--- config.mk ---
export PLATFORM = sky130hd
export DESIGN_NAME = led_chain_driver
export DESIGN_NICKNAME = d
export VERILOG_FILES = /design/src/rtl/led_chain_driver.sv
export SDC_FILE = /design/constraint.sdc
export NUM_CORES = 1
export LEC_CHECK = 0
export CAP_MARGIN = 10
export CORE_MARGIN = 2
export CORE_UTILIZATION = 30
export DETAILED_ROUTE_END_ITERATION = 8
export GPL_TIMING_DRIVEN = 0
export HOLD_SLACK_MARGIN = 0.05
export RECOVER_POWER = 50
export SETUP_SLACK_MARGIN = 0.15
export SLEW_MARGIN = 20
export SYNTH_ARGS = -nofsm -noshare
export SYNTH_HDL_FRONTEND = slang
export SYNTH_SLANG_ARGS = --single-unit
export TNS_END_PERCENT = 5
--- constraint.sdc ---
create_clock -name i_clk -period 3.05 [get_ports i_clk]
set_clock_uncertainty 0.2 [all_clocks]
set_input_delay 0.61 -clock i_clk [delete_from_list [all_inputs] [get_ports i_clk]]
set_output_delay 0.61 -clock i_clk [all_outputs]
set_load 0.05 [all_outputs]
--- src/rtl/led_chain_driver.sv ---
// led_chain_driver
// Serial driver for daisy-chained 12-bit constant-current LED driver boards.
// On a frame tick (when enabled) or on a trigger, it reads one sample per
// channel from a synchronous frame buffer. Channels go out from N-1 down to 0,
// each sample MSB first, on a registered serial clock. A latch pulse follows.
//
// Ports
//   i_clk, i_rst_n  system clock, asynchronous active-low reset
//   i_en            enables frame ticks (sampled only at frame start)
//   i_trigger       single-cycle start request, honoured only in IDLE
//   o_rd_addr       frame-buffer channel address
//   i_rd_data       sample, valid one cycle after o_rd_addr
//   o_busy          frame in progress (start through last latch cycle)
//   o_frame_done    one-cycle pulse after latch
//   o_overrun       one-cycle pulse when a tick arrives while not idle
//   o_clk/o_dai/o_lat  serial clock, serial data, latch
//
// state  | meaning
// IDLE   | waiting for tick&en or trigger
// FETCH0 | address presented, RAM read in flight
// FETCH1 | sample captured, MSB driven on o_dai
// SHIFT  | o_clk low phase then high phase per bit
// LATCH  | o_lat high for P_LAT_CYCLES
// DONE   | o_frame_done pulse; starts are accepted again next cycle
module led_chain_driver #(
    parameter int P_BOARDS       = 1,
    parameter int P_CH_PER_BOARD = 32,
    parameter int P_BPS          = 12,
    parameter int P_CLK_DIV      = 1,
    parameter int P_FRAME_PERIOD = 16666,
    parameter int P_LAT_CYCLES   = 1,
    localparam int N  = P_BOARDS * P_CH_PER_BOARD,
    localparam int AW = (N > 1) ? $clog2(N) : 1
) (
    input  logic             i_clk,
    input  logic             i_rst_n,
    input  logic             i_en,
    input  logic             i_trigger,
    output logic [AW-1:0]    o_rd_addr,
    input  logic [P_BPS-1:0] i_rd_data,
    output logic             o_busy,
    output logic             o_frame_done,
    output logic             o_overrun,
    output logic             o_clk,
    output logic             o_dai,
    output logic             o_lat
);

    localparam int DW = (P_CLK_DIV > 1) ? $clog2(P_CLK_DIV) : 1;
    localparam int LW = (P_LAT_CYCLES > 1) ? $clog2(P_LAT_CYCLES) : 1;
    localparam int BW = (P_BPS > 1) ? $clog2(P_BPS) : 1;

    typedef enum logic [2:0] {
        S_IDLE,
        S_FETCH0,
        S_FETCH1,
        S_SHIFT,
        S_LATCH,
        S_DONE
    } state_t;

    state_t           r_state;
    logic [P_BPS-1:0] r_sh;
    logic [DW-1:0]    r_div;
    logic [LW-1:0]    r_lat;
    logic [BW-1:0]    r_bit;
    logic [P_BPS-1:0] w_sh_next;
    logic             w_tick;
    logic             w_start;

    generate
        if (P_FRAME_PERIOD > 0) begin : g_frame
            localparam int FW = (P_FRAME_PERIOD > 1) ? $clog2(P_FRAME_PERIOD) : 1;
            logic [FW-1:0] r_fcnt;

            always_ff @(posedge i_clk or negedge i_rst_n) begin
                if (!i_rst_n) begin
                    r_fcnt <= '0;
                end else if (r_fcnt == FW'(P_FRAME_PERIOD - 1)) begin
                    r_fcnt <= '0;
                end else begin
                    r_fcnt <= r_fcnt + FW'(1);
                end
            end

            assign w_tick = (r_fcnt == '0);
        end else begin : g_no_frame
            assign w_tick = 1'b0;
        end
    endgenerate

    assign w_start   = (w_tick & i_en) | i_trigger;
    assign w_sh_next = r_sh << 1;

    // o_clk doubles as the phase flag: low phase first, then high phase.
    always_ff @(posedge i_clk or negedge i_rst_n) begin
        if (!i_rst_n) begin
            r_state      <= S_IDLE;
            r_sh         <= '0;
            r_div        <= '0;
            r_lat        <= '0;
            r_bit        <= '0;
            o_rd_addr    <= '0;
            o_busy       <= 1'b0;
            o_frame_done <= 1'b0;
            o_overrun    <= 1'b0;
            o_clk        <= 1'b0;
            o_dai        <= 1'b0;
            o_lat        <= 1'b0;
        end else begin
            o_overrun    <= w_tick && (r_state != S_IDLE);
            o_frame_done <= 1'b0;
            case (r_state)
                S_IDLE: begin
                    if (w_start) begin
                        o_rd_addr <= AW'(N - 1);
                        o_busy    <= 1'b1;
                        r_state   <= S_FETCH0;
                    end
                end
                S_FETCH0: begin
                    r_state <= S_FETCH1;
                end
                S_FETCH1: begin
                    r_sh    <= i_rd_data;
                    o_dai   <= i_rd_data[P_BPS-1];
                    r_bit   <= '0;
                    r_div   <= DW'(P_CLK_DIV - 1);
                    r_state <= S_SHIFT;
                end
                S_SHIFT: begin
                    if (r_div != '0) begin
                        r_div <= r_div - DW'(1);
                    end else if (!o_clk) begin
                        o_clk <= 1'b1;
                        r_div <= DW'(P_CLK_DIV - 1);
                    end else begin
                        o_clk <= 1'b0;
                        r_div <= DW'(P_CLK_DIV - 1);
                        r_sh  <= w_sh_next;
                        if (r_bit != BW'(P_BPS - 1)) begin
                            r_bit <= r_bit + BW'(1);
                            o_dai <= w_sh_next[P_BPS-1];
                        end else if (o_rd_addr != '0) begin
                            // o_dai holds its value through the fetch; o_clk is low there.
                            o_rd_addr <= o_rd_addr - AW'(1);
                            r_state   <= S_FETCH0;
                        end else begin
                            o_dai   <= 1'b0;
                            o_lat   <= 1'b1;
                            r_lat   <= LW'(P_LAT_CYCLES - 1);
                            r_state <= S_LATCH;
                        end
                    end
                end
                S_LATCH: begin
                    if (r_lat != '0) begin
                        r_lat <= r_lat - LW'(1);
                    end else begin
                        o_lat        <= 1'b0;
                        o_busy       <= 1'b0;
                        o_frame_done <= 1'b1;
                        r_state      <= S_DONE;
                    end
                end
                S_DONE: begin
                    r_state <= S_IDLE;
                end
                default: begin
                    r_state <= S_IDLE;
                end
            endcase
        end
    end

endmodule
==> run_1/placement.png <==
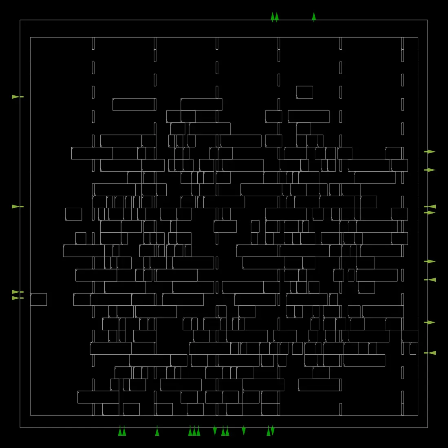
sequential cells: 44
Rows: 31
fin util: 37.87%

==> run_1/power_grid.png <==
The bar under the picture is 20 um long. Pins as bars on the die edge. Tap cells in gray.
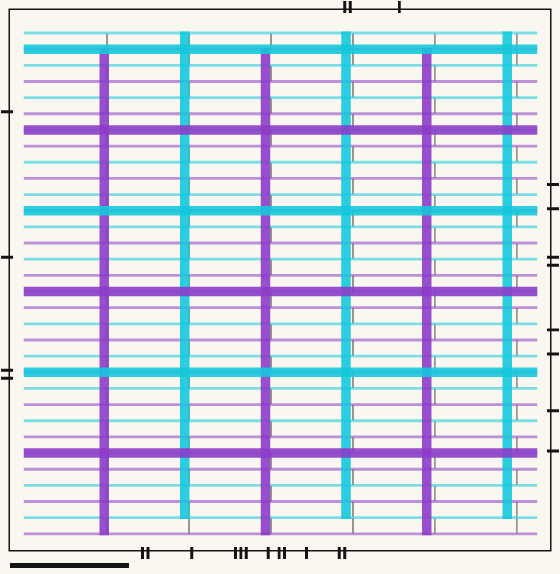
- VSS: purple
- VDD: cyan
- met5 straps: 6
- signal pins: 27
- met1 rails: 32
- met4 straps: 6

==> run_1/cell_density.png <==
The bar under the picture is 20 um long. The die is cut into 9 by 9 equal tiles; white is low, dark blue is high, 0 to 100% covered.
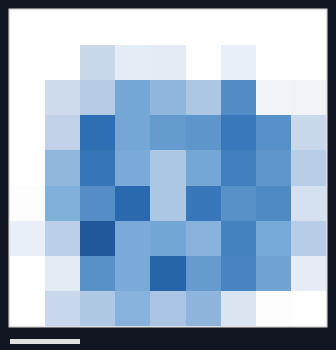
- fullest tile: 84%
- mean over tiles: 32%
- nearly empty tiles: 27%

==> Slide: Implementation Results, run 1 <==
Run Summary

Pwr
  • Power density over cell area: between 700 and 800 nW/um2
  • Combinational cell fraction of total power: 39.6%
  • Fraction of power spent switching nets: roughly 38%
  • Portion of total power attributed to sequential cells: 37.9%
  • P_leak: 1.252 nW
  • Switching pwr: 0.0008242 W
  • Highest-power group: combinational cells
  • Worst voltage drop across the vdd grid: 0.2264 mV
  • Power of the sequential group: 0.000814 W
  • Combinational group power: 0.000850 W

Synthesis
  • Number of enable flip-flop cells: 0
  • Xor/xnor cell area share of the yosys netlist: 5.411%
  • Adder-Cell Fraction of Synth Area: 3.313%
  • Yosys chip area: ~2300 um2
  • Cell type with the largest total area after synthesis: dfrtp_1
  • Complex Gates by Area: 11.21%
  • Share of synthesized area occupied by flip-flops and latches: 48.59%
  • Most common reg cell: dfrtp_1
  • Count of cell types in the netlist: 48
  • Synth top cells by count: 44 x dfrtp_1, 22 x nor2_1, 17 x nand2_1
  • Post-Synthesis Net Count: 244
  • Dominant non-sequential cell family after synthesis: simple AND/OR/NAND/NOR gates
  • Flops & latches, synth: 44
  • Post-Synthesis Cell Area: approximately 2300 um2
  • # Cells Yosys: 222
  • Number of synthesis warnings: 0
  • FFs w/ async S/R, synth: 100.0%

Die
  • Top Ports: 27
  • Width of the die: 90.91 um
  • TAP cells: 99

Clock network
  • Cts bufs inserted: 5
  • Number of gates given a new drive strength after cts: 0
  • Clock transition at the registers of the reported paths: 90 ps
  • Library cell used as clock root buffer: clkbuf_8
  • Clock tree from TritonCTS: built
  • TritonCTS Sinks: approximately 44

Global routing
  • Global Route met3 Usage: approximately 2.8%
  • Met2 Resource Use GR: about a fifth
  • Number of antenna violations at the first check in global routing: 0
  • Global route overflow: 0
  • GRT Util Overall: roughly 13%
  • Vias in the first global route: around 1700
  • Met1 usage in global routing: 16.93%

Layout
  • Largest cell class by area: sequential cells
  • Diode count: 0
  • Total of fill cells in the finished design: around 800
  • Clock-cell share: 4.395%
  • Clock buffer instance count of the final layout: 6
  • Multi-input logic portion of the cell area: 38.69%
  • Multi-input gate count: 163
  • Sequential cell area: 1101 um2
  • Finished Cell Area: ~2800 um2
  • Buffering overhead: around an eighth
  • Sequential portion of the cell area: 39.87%
  • Number of nets at the end of the flow: approximately 280

Timing
  • Max-slew violations: 0
  • Maximum clock frequency: 0.4062 GHz
  • Setup WS post-layout: around 600 ps
  • RSZ-0062 raised after global routing: no
  • Final count of negative-setup-slack endpoints: 0
  • Rel. slew slack: 47.64%
  • Minimum period implied by the final worst setup slack: 2462 ps

Job
  • Maximum capacitance violations: 0
  • Tally of OpenROAD warnings: 29

Route
  • Count of TritonRoute iterations in the first routing pass: 4
  • Drt wl/cell: 13.14 um
  • Routed wire length: around 4700 um
  • Number of DRC violations after detailed routing: 0
  • Iteration-0 DRC count of the detailed router: 106
  • DR vias/cell: between 4 and 5

Setup path
  • Delay contributed by the slowest stage of the critical path: 850 ps
  • Required arrival time at the worst endpoint: 2240 ps
  • Type of the worst setup path: reg -> out
  • Worst setup EP type: output port
  • CP Data Arrival Time: 1650 ps
  • Category of cells accounting for the largest share of critical-path delay: buffers and inverters

Place
  • Placed standard-cell area: ~2700 um2
  • Total half-perimeter wirelength after legalization and detailed placement: 3379 um
  • Worst Setup Slack post-DPL: 723.5 ps

Worst hold path
  • Worst hold path class: reg -> reg

Run status
  • Run status: complete, no violations
[run 1: stage by stage]
step / hold slack, ps / cells
3_3_place_gp: 262.7 / 347
6_report: 282.7 / 357
5_1_grt: 315.0 / 357
4_1_cts: 289.5 / 357
2_1_floorplan: 114.4 / 222
3_5_place_dp: 267.3 / 348
[run 1: final timing paths]
check / startpoint / to / slack (ps) / depth (start not counted)
min in group asynchronous: i_rst_n / o_clk / 650 / 2
hold / removal: r_sh[10] / r_sh[10] / 280 / 2
hold reg to reg: r_sh[10] / r_sh[10] / 280 / 2
setup / recovery: o_clk / o_clk / 590 / 1
setup reg to reg: o_rd_addr[0] / o_rd_addr[2] / 960 / 6
max in group asynchronous: i_rst_n / g_frame.r_fcnt[7] / 780 / 3
[run 1: routing by layer]
layer,vias to the layer above,share of wire [%]
met4,0,2.1
met5,-,0
met2,28,46
met1,824,49
met3,8,3.5
li1,866,-
[run 1: tightest hold or removal path: stages (launching register included)]
cell     delay, ps
dfrtp_1        350
nand2_1         40
o21ai_1         60
[run 1: cell usage in the layout, fill, tap and decap left out, types with 3 or more instances in the layout]
cell,netlist,final
buf_2,5,5
a31oi_1,3,3
inv_1,6,6
nor3_1,11,11
nor4_1,3,4
dfrtp_1,44,44
o21ai_1,14,14
nand3_1,13,13
clkbuf_1,2,3
xnor2_1,7,7
nand2_1,17,17
xor2_1,7,7
clkdlybuf4s50_1,0,25
mux2i_1,11,11
o22a_1,3,3
ha_1,6,6
clkbuf_8,0,6
nand4_1,5,5
a21oi_1,5,5
nor2_1,22,22
[run 1: sequential cells by signal (all words and copies together) (netlist names)]
signal,flops
r_state,3
o_lat,1
g_frame.r_fcnt,15
o_busy,1
o_overrun,1
o_frame_done,1
o_clk,1
r_bit,4
o_dai,1
r_sh,11
o_rd_addr,5
==> inputs of run 2 (changes only) <==
==> constraint.sdc (replaced) <==
create_clock -name i_clk -period 2.05 [get_ports i_clk]
set_clock_uncertainty 0.2 [all_clocks]
set_input_delay 0.41 -clock i_clk [delete_from_list [all_inputs] [get_ports i_clk]]
set_output_delay 0.41 -clock i_clk [all_outputs]
set_load 0.05 [all_outputs]
==> run_2/power_grid.png <==
The bar under the picture is 20 um long. Pins as bars on the die edge. Tap cells in gray.
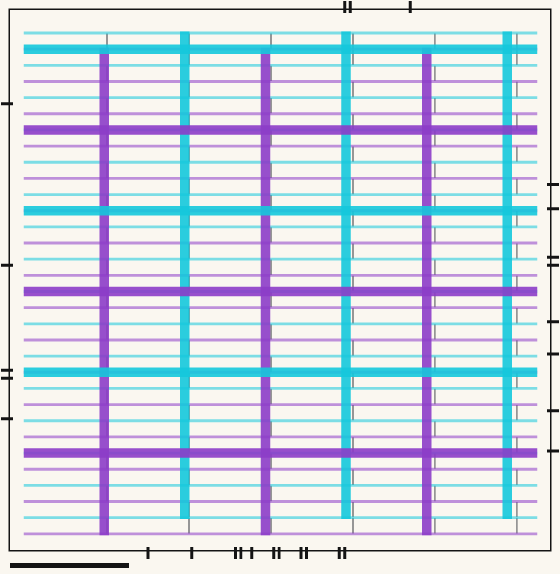
- VSS: purple
- VDD: cyan
- met5 straps: 6
- signal pins: 27
- met4 straps: 6

==> run_2/cell_density.png <==
The bar under the picture is 20 um long. The die is cut into 9 by 9 equal tiles; white is low, dark blue is high, 0 to 100% covered.
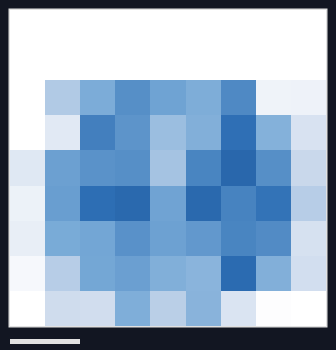
- nearly empty tiles: 28%
- tiles over 75% full: 6.2%
- mean over tiles: 33%
- fullest tile: 78%

==> run 2 against run 1 <==
Wire length is 4.2% higher. Synthesized cell count stayed put. Count of clock-buffer cells in the layout is 1 higher. Register-to-register slack worse by 880 ps. Sequential power is about 50% higher. Utilization is 0.86 points higher. First-iteration DRC count is 28% lower. Sequential cell count stayed put. Largest cell class is now combinational gates. Critical path depth is 5 higher. Global-route usage is 0.11 points lower. Sequential share of layout area is 0.79 points lower. Via count is 2.5% higher. Critical path type is now reg -> reg.
==> Slide: Implementation Results, run 2 <==
Run Summary

Run status
  • Run status: complete, no violations

Setup path
  • Required arrival time at the worst endpoint: 2040 ps
  • Worst setup EP type: register
  • Category of cells accounting for the largest share of critical-path delay: AND-OR/OR-AND gates
  • Type of the worst setup path: reg -> reg
  • CP Data Arrival Time: 1960 ps

Clock network
  • Clock tree from TritonCTS: built

Pwr
  • P_leak: approximately 1.3 nW
  • Combinational cell fraction of total power: a little over two fifths
  • Power density over cell area: between 1000 and 1500 nW/um2
  • Worst voltage drop across the vdd grid: 0.3450 mV

Route
  • Number of DRC violations after detailed routing: 0
  • Iteration-0 DRC count of the detailed router: 76
  • Count of TritonRoute iterations in the first routing pass: 4
  • Met3 routed wirelength: 155 um
  • DR vias/cell: 4.914
  • Highest routed layer: met4
  • Met2 wire length: 2346 um
  • Routed wire length: around 5000 um

Layout
  • Top logic cells by instance count in the layout: 42 x dfrtp_1, 21 x nor2_1, 17 x nand2_1
  • Largest registers: g_frame.r_fcnt (15), r_sh (11), o_rd_addr (5)
  • Non-filler cells in the finished layout: 360
  • Finished Cell Area: 2824 um2
  • Register ranked first by flip-flop count: g_frame.r_fcnt

Timing
  • Setup WS post-layout: 77.26 ps
  • Minimum period implied by the final worst setup slack: roughly 2000 ps
  • Rel. slew slack: 25.55%
  • Final count of negative-setup-slack endpoints: 0

Synthesis
  • Number of enable flip-flop cells: 0
  • Synth top cells by count: 44 x dfrtp_1, 22 x nor2_1, 17 x nand2_1
  • Share of synthesized area occupied by flip-flops and latches: 48.59%

Place
  • Placed standard-cell area: 2676 um2

Job
  • Tally of OpenROAD warnings: 32

Die
  • Rows: 31
  • Width of the die: 90.91 um
==> run_2/io_fan.png <==
The bar under the picture is 20 um long.
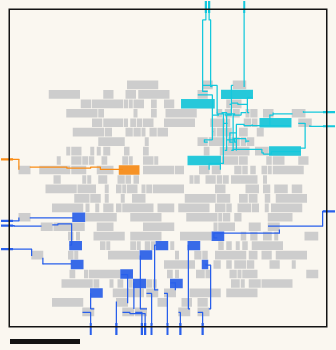
- `i_rd_data`: blue (bits 12; direction input; edge 8 bottom, 3 left, 1 right; end cells 12; buffers 12; wire 245 um)
- `o_rd_addr`: cyan (bits 5; direction output; edge 3 top, 2 right; end cells 5; buffers 5; wire 275 um)
- `i_en`: orange (bits 1; direction input; edge left; end cells 1; buffers 1; wire 33.0 um)

run 2: worst register-to-register path, delay by kind of cell (launching register included):
family,cells,cell delay [ps]
buffers and inverters,1,60
adders and majority gates,1,180
and+or+nand+nor,2,370
DFF,1,410
AOI/OAI and AO/OA,2,640
run 2: metal layers:
metal / vias to the layer above / GRT usage, %
met3: 5 / 2.755
met1: 867 / 17.03
li1: 869 / -
met5: - / 0
met4: 0 / 4.419
met2: 28 / 19.59
run 2: cells by family (layout without fill, tap and decap cells):
group / count (synthesis) / in the layout
compound gates: 37 / 37
buf+inv: 15 / 54
flops: 44 / 44
xor+xnor: 14 / 14
mux: 11 / 11
simple gates: 95 / 95
fa+ha+maj: 6 / 6
run 2: power by group through the flow:
stage | Sequential (W) | Clock (W) | Combinational, W
2_1_floorplan | 0.00136 | 0 | 0.000794
3_3_place_gp | 0.00123 | 0 | 0.00127
3_5_place_dp | 0.00124 | 0 | 0.00129
4_1_cts | 0.00122 | 0.000591 | 0.00128
5_1_grt | 0.00125 | 0.000625 | 0.00141
6_report | 0.00122 | 0.000573 | 0.00129
run 2: cell type report:
class,instances,area (um2)
fill,748,4468
sequential,44,1104
clock inverter,1,7.507
timing repair buffer,31,302.8
buffer,9,57.56
inverter,6,22.52
tap,99,123.9
clock buffer,7,86.33
multi-input combinational,163,1120
run 2: final timing paths:
| check | slack [ps] | cells after the start | startpoint | end |
|---|---|---|---|---|
| min in group asynchronous | 640 | 2 | i_rst_n | o_clk |
| max in group asynchronous | 290 | 3 | i_rst_n | o_rd_addr[1] |
| min reg2reg | 280 | 2 | r_sh[10] | r_sh[10] |
| max | 80 | 6 | g_frame.r_fcnt[0] | o_rd_addr[2] |
| max reg2reg | 80 | 6 | g_frame.r_fcnt[0] | o_rd_addr[2] |
| min | 280 | 2 | r_sh[10] | r_sh[10] |
==> inputs of run 3 (changes only) <==
--- a/config.mk
+++ b/config.mk
@@ -6,6 +6,7 @@
 export NUM_CORES = 1
 export LEC_CHECK = 0
 export CAP_MARGIN = 10
+export CORE_ASPECT_RATIO = 0.9
 export CORE_MARGIN = 2
 export CORE_UTILIZATION = 30
 export DETAILED_ROUTE_END_ITERATION = 8
==> run_3/flops_by_reg.png <==
The bar under the picture is 20 um long.
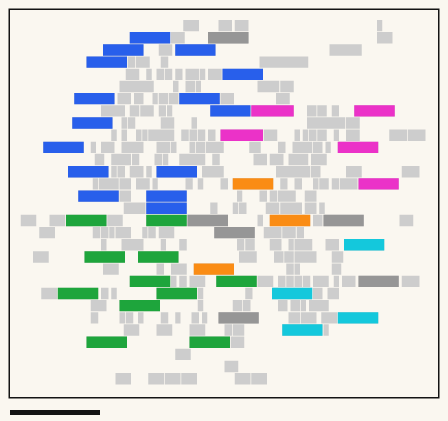
- `r_bit`: cyan (sequential cells 4; where bottom right)
- `g_frame.r_fcnt`: blue (sequential cells 15)
- `o_rd_addr`: magenta (sequential cells 5)
- `r_state`: orange (sequential cells 3)
- `r_sh`: green (sequential cells 11)

==> run_3/io_fan.png <==
The bar under the picture is 20 um long.
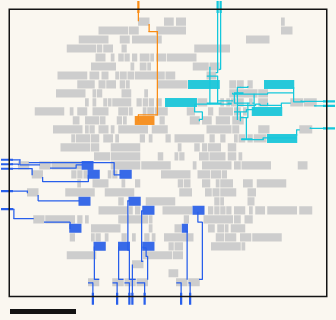
- `i_rd_data`: blue (bits 12; direction input; edge 7 bottom, 5 left; end cells 12; buffers 12; wire 271 um)
- `o_rd_addr`: cyan (bits 5; direction output; edge 3 right, 2 top; end cells 5; buffers 5; wire 225 um)
- `i_en`: orange (bits 1; direction input; edge top; end cells 1; buffers 1; wire 40.4 um)

==> run 3 against run 2 <==
Via count down 0.51%. Synthesized cell count is the same. Wire length is 2.0% lower. Sequential cell count stayed put. Cell count down 0.56%. Highest routed layer unchanged. Largest power group unchanged. Non-clock buffer count is 1 higher. First-iteration DRC count rose by 14%.
==> Slide: Implementation Results, run 3 <==
Run Summary

Layout
  • Top logic cells by instance count in the layout: 42 x dfrtp_1, 22 x nor2_1, 17 x nand2_1
  • Logic area: 1117 um2
  • Register ranked first by flip-flop count: g_frame.r_fcnt
  • Sequential cell area: 1104 um2
  • Diode count: 0
  • Largest register FFs: 15
  • Finished Cell Area: 2855 um2
  • Number of nets at the end of the flow: 283
  • Fin util: 38.42%

Setup path
  • Worst setup EP type: register
  • CP Data Arrival Time: 1910 ps
  • Type of the worst setup path: reg -> reg
  • Required arrival time at the worst endpoint: 2060 ps

Synthesis
  • FFs w/ async S/R, synth: 100.0%
  • Adder-Cell Fraction of Synth Area: 3.313%
  • Post-Synthesis Cell Area: 2266 um2
  • Xor/xnor cell area share of the yosys netlist: 5.411%
  • Number of enable flip-flop cells: 0
  • Share of synthesized area occupied by flip-flops and latches: 48.59%
  • Post-Synthesis Net Count: around 240
  • Synth top cells by count: 44 x dfrtp_1, 22 x nor2_1, 17 x nand2_1
  • Dominant non-sequential cell family after synthesis: simple AND/OR/NAND/NOR gates
  • Number of synthesis warnings: 0
  • Flops & latches, synth: approximately 44
  • # Cells Yosys: around 220
  • Count of cell types in the netlist: approximately 48
  • Most common reg cell: dfrtp_1

Route
  • DR vias/cell: 4.916
  • Routed wire length: 4789 um
  • Drt wl/cell: 13.38 um
  • Count of TritonRoute iterations in the first routing pass: 4
  • Iteration-0 DRC count of the detailed router: just under 90
  • Number of DRC violations after detailed routing: 0

Place
  • Worst Setup Slack post-DPL: -123.5 ps
  • Placed standard-cell area: 2673 um2
  • Total half-perimeter wirelength after legalization and detailed placement: 3546 um
  • Number of placed cells counting well taps: roughly 350

Timing
  • Final-layout worst hold slack: 295.4 ps
  • Max-slew violations: 0
  • Final count of negative-setup-slack endpoints: 0
  • Maximum clock frequency: 0.5253 GHz
  • RSZ-0062 raised after global routing: yes
  • Setup WS post-layout: 146.4 ps
  • Rel. slew slack: 33.25%

Pwr
  • Power density over cell area: 1126 nW/um2
  • P_leak: 1.336 nW

Worst hold path
  • Worst hold path class: reg -> reg

Global routing
  • Number of antenna violations at the first check in global routing: 0
  • Global route overflow: 0
  • GRT Util Overall: 12.79%

Die
  • Width of the die: 95.61 um
  • Top Ports: 27

Clock network
  • TritonCTS Sinks: between 40 and 50
  • Clock transition at the registers of the reported paths: ~90 ps
  • Library cell used as clock root buffer: clkbuf_8

Job
  • Maximum capacitance violations: 0

Run status
  • Run status: complete, no violations
==> run_3/placement.png <==
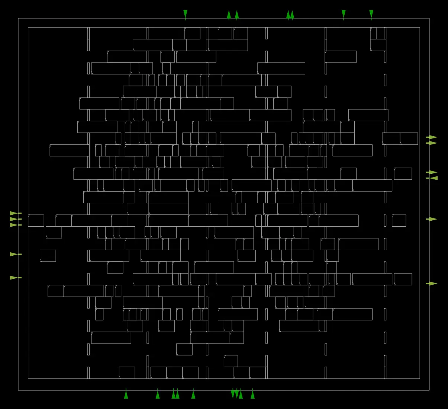
non-filler cells in the finished layout: 358
Rows: 30
total of fill cells in the finished design: 753

[run 3: cell counts after synthesis]
No cell type changed its count.
[run 3: cell type report]
type / instances / share of cell area [%]
tap: 96 / 4.207
clock inverter: 1 / 1.052
inverter: 6 / 0.7888
sequential: 44 / 38.65
timing repair buffer: 32 / 10.87
clock buffer: 7 / 3.374
multi-input combinational: 163 / 39.13
buffer: 9 / 1.928
[run 3: worst paths after layout]
kind	from	end	slack (ps)	cells past startpoint
setup / recovery	r_bit[0]	r_state[0]	150	5
hold / removal	r_sh[7]	r_sh[7]	300	2
setup reg to reg	r_bit[0]	r_state[0]	150	5
hold reg to reg	r_sh[7]	r_sh[7]	300	2
max in group asynchronous	i_rst_n	o_rd_addr[0]	370	3
min in group asynchronous	i_rst_n	o_rd_addr[2]	590	2
[run 3: timing repair]
action / CTS / global route
endpoints found under the hold margin: 15 / 0
buffers inserted: 0 / 4
resized: 20 / 5
endpoints found under the setup margin: 16 / 22
hold buffers: 1 / 0
pin swaps: 0 / 1
[run 3: worst max-delay path: stages (launching register included)]
cell and delay, ps:
dfrtp_1 430, ha_1 240, and4b_1 270, nor2_1 310, o21ai_1 120, a221oi_1 240
[run 3: routing by layer]
layer	track usage (%)	up-vias	part of all wire, %
li1	-	880	-
met1	17.90	836	48
met2	19.33	31	46
met3	2.435	13	3.2
met4	5.455	0	2.7
met5	0	-	0
[run 3: report_power, final]
part | internal [W] | switching, W
Clock | 0.000430 | 0.000307
Sequential | 0.00105 | 0.000158
Combinational | 0.000514 | 0.000753
Total | 0.00200 | 0.00122
Power figures rest on the tool's default switching activity, not on a simulated workload.
